--- config.mk ---
export PLATFORM = sky130hd
export DESIGN_NAME = ps2_scan_receiver
export DESIGN_NICKNAME = d
export VERILOG_FILES = /design/src/rtl/ps2_scan_receiver.sv
export SDC_FILE = /design/constraint.sdc
export NUM_CORES = 1
export LEC_CHECK = 0
export ABC_AREA = 1
export CAP_MARGIN = 20
export CORE_UTILIZATION = 48
export CTS_CLUSTER_SIZE = 10
export DETAILED_ROUTE_END_ITERATION = 8
export HOLD_SLACK_MARGIN = 0.03
export PLACE_DENSITY = 0.68
export RECOVER_POWER = 50
export REMOVE_ABC_BUFFERS = 1
export SYNTH_ARGS = -nofsm -noshare
export SYNTH_HDL_FRONTEND = slang
export SYNTH_SLANG_ARGS = --single-unit
--- constraint.sdc ---
create_clock -name clk -period 2.35 [get_ports clk]
set_clock_uncertainty 0.2 [all_clocks]
set_input_delay 0.235 -clock clk [delete_from_list [all_inputs] [get_ports clk]]
set_output_delay 0.235 -clock clk [all_outputs]
set_load 0.1 [all_outputs]
--- src/rtl/ps2_scan_receiver.sv ---
// PS/2 device-to-host receiver: synchronizes and glitch-filters the raw lines, deframes 11-bit
// frames and folds E0/F0 prefixes into flags. Define PS2_PARITY_CHECK_EN to reject bad parity.
module ps2_scan_receiver #(
   parameter int FILTER_LEN     = 4,
   parameter int TIMEOUT_CYCLES = 100000
) (
   input  logic       clk,
   input  logic       rst,
   input  logic       ps2_clk,
   input  logic       data,
   output logic [7:0] code,
   output logic       key_valid,
   output logic       released,
   output logic       extended,
   output logic       frame_err
);

   // state  | meaning
   // IDLE   | waiting for a start bit (sampled 0)
   // DATA   | shifting in 8 data bits, LSB first
   // PARITY | capturing the parity bit
   // STOP   | validating the frame on the stop-bit fall
   typedef enum logic [1:0] {IDLE, DATA, PARITY, STOP} state_t;

   localparam int FW = (FILTER_LEN > 1) ? $clog2(FILTER_LEN + 1) : 1;
   localparam int TW = $clog2(TIMEOUT_CYCLES + 1);

   logic          clk_s1, clk_s2, dat_s1, dat_s2;
   logic          clk_f, fall;
   logic [FW-1:0] flt_cnt;

   state_t        state;
   logic [2:0]    bit_idx;
   logic [7:0]    shift_reg;
   logic          break_pending, ext_pending;
   logic [TW-1:0] tcnt;
   logic          frame_ok;
`ifdef PS2_PARITY_CHECK_EN
   logic          par_bit;
`endif

   always_ff @(posedge clk) begin
      if (rst) begin
         clk_s1  <= 1'b1;
         clk_s2  <= 1'b1;
         dat_s1  <= 1'b1;
         dat_s2  <= 1'b1;
         clk_f   <= 1'b1;
         flt_cnt <= '0;
         fall    <= 1'b0;
      end else begin
         clk_s1 <= ps2_clk;
         clk_s2 <= clk_s1;
         dat_s1 <= data;
         dat_s2 <= dat_s1;
         fall   <= 1'b0;
         // flt_cnt counts consecutive samples disagreeing with the filtered level
         if (clk_s2 == clk_f) begin
            flt_cnt <= '0;
         end else if (flt_cnt == FW'(FILTER_LEN - 1)) begin
            clk_f   <= clk_s2;
            flt_cnt <= '0;
            fall    <= clk_f;
         end else begin
            flt_cnt <= flt_cnt + 1'b1;
         end
      end
   end

   always_comb begin
      frame_ok = 1'b0;
`ifdef PS2_PARITY_CHECK_EN
      frame_ok = dat_s2 & (^{shift_reg, par_bit});
`else
      frame_ok = dat_s2;
`endif
   end

   always_ff @(posedge clk) begin
      if (rst) begin
         state         <= IDLE;
         bit_idx       <= '0;
         shift_reg     <= '0;
         break_pending <= 1'b0;
         ext_pending   <= 1'b0;
         tcnt          <= '0;
         code          <= '0;
         key_valid     <= 1'b0;
         released      <= 1'b0;
         extended      <= 1'b0;
         frame_err     <= 1'b0;
`ifdef PS2_PARITY_CHECK_EN
         par_bit       <= 1'b0;
`endif
      end else begin
         key_valid <= 1'b0;
         frame_err <= 1'b0;
         if (fall) begin
            tcnt <= '0;
            case (state)
               IDLE: begin
                  if (!dat_s2) begin
                     state   <= DATA;
                     bit_idx <= '0;
                  end
               end
               DATA: begin
                  shift_reg <= {dat_s2, shift_reg[7:1]};
                  bit_idx   <= bit_idx + 1'b1;
                  if (bit_idx == 3'd7) state <= PARITY;
               end
               PARITY: begin
`ifdef PS2_PARITY_CHECK_EN
                  par_bit <= dat_s2;
`endif
                  state <= STOP;
               end
               STOP: begin
                  state <= IDLE;
                  if (!frame_ok) begin
                     frame_err     <= 1'b1;
                     break_pending <= 1'b0;
                     ext_pending   <= 1'b0;
                  end else if (shift_reg == 8'hF0) begin
                     break_pending <= 1'b1;
                  end else if (shift_reg == 8'hE0) begin
                     ext_pending <= 1'b1;
                  end else begin
                     code          <= shift_reg;
                     released      <= break_pending;
                     extended      <= ext_pending;
                     key_valid     <= 1'b1;
                     break_pending <= 1'b0;
                     ext_pending   <= 1'b0;
                  end
               end
               default: state <= IDLE;
            endcase
         end else if (state != IDLE) begin
            if (tcnt == TW'(TIMEOUT_CYCLES - 1)) begin
               frame_err     <= 1'b1;
               state         <= IDLE;
               break_pending <= 1'b0;
               ext_pending   <= 1'b0;
               tcnt          <= '0;
            end else begin
               tcnt <= tcnt + 1'b1;
            end
         end else begin
            tcnt <= '0;
         end
      end
   end

endmodule

==> images/clock_wires.png <==
The bar under the picture is 20 um long.
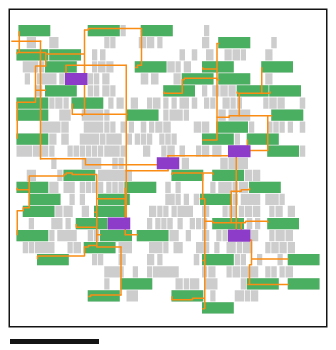
Orange marks clock wires, length 597 um. Green marks flip-flops, count 53. Purple marks clock-net drivers, count 5.
There are 6 routed clock nets. Position of the flops: all over the die.

==> images/clock_nets.png <==
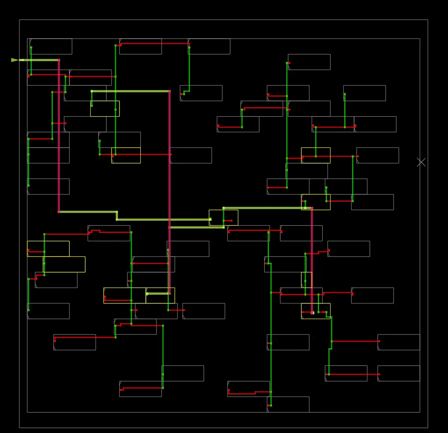
CTS Buf Count: 5
later-pin clock latency in the skew report: 0.31 ns
P_clk: 0.000551 W
sequential cells: 53
CLK BUF: 7

==> images/floorplan.png <==
Pins as bars on the die edge. Tap cells in gray.
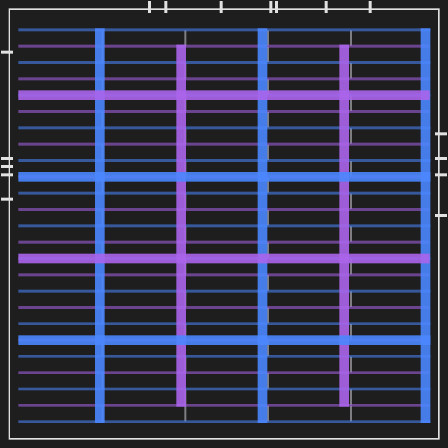
Blue marks VSS. Purple marks VDD.
25 met1 rails follow the rows. 16 signal pins sit on the boundary. 4 straps on met5. The core has 24 rows. 52 tap cells.

==> images/gates.png <==
The bar under the picture is 20 um long.
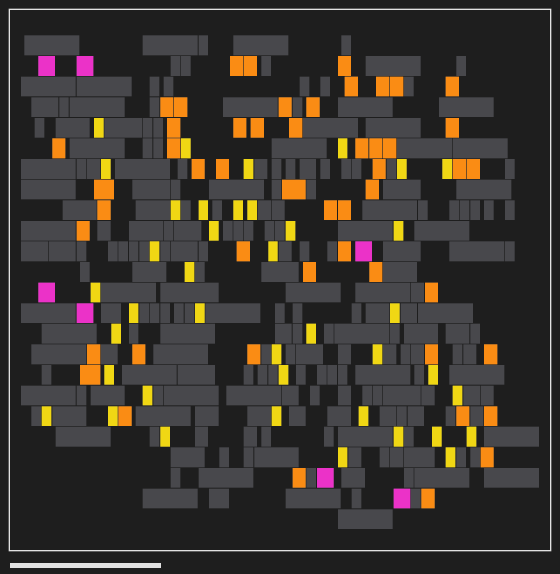
Orange marks aoi and oai cells, cells 50, most used a21oi_1, where all over the die. Magenta marks and/or cells, cells 7, most used or2_2, where all over the die. Yellow marks inv cells, cells 40, most used inv_1.

==> images/class_map.png <==
The bar under the picture is 20 um long.
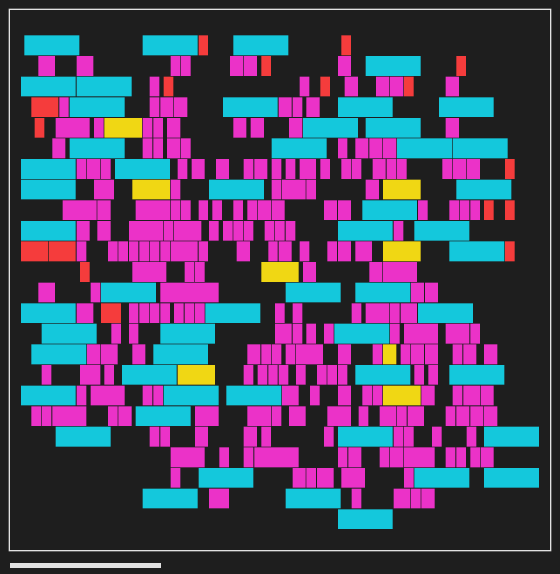
Magenta marks remaining logic cells, cells 239. Red marks remaining buffers and delay cells, cells 17. Cyan marks registers, cells 53. Yellow marks clock drivers and dummy loads, cells 8.

==> flow_summary.ini <==
; implementation run metrics
[outcome]
status = finished, violations left
violations = DRC

[critical_path]
worstPathArrival_ns = 1.52

[route]
drc = 1
antenna_left = 0

[clock_network]
cts_buffer_depth = 2
cts.sinks = 53

[finish]
final_cells = 369
flop_area_um2 = 1060

[placed_design]
place_inst = 361
routabilityCongestion = 0.790
dpl_cell_area_um2 = 2470

[die]
die-area_um2 = 5090

[yosys]
synth_flops = 53
logic_family = simple AND/OR/NAND/NOR gates
yosysSeqAreaShare_pct = 46.0
yosysUniqueCellTypes = 34

[grt]
use_met3_pct = 4.22
grt_first_pass_wirelength_um = 6890

[pwr]
top_power_group = sequential cells
powerSeq_w = 0.000903

[timing]
timing.fmax_mhz = 512

[flow_run]
warning_count = 27
Power is estimated from default activity; no workload was simulated.
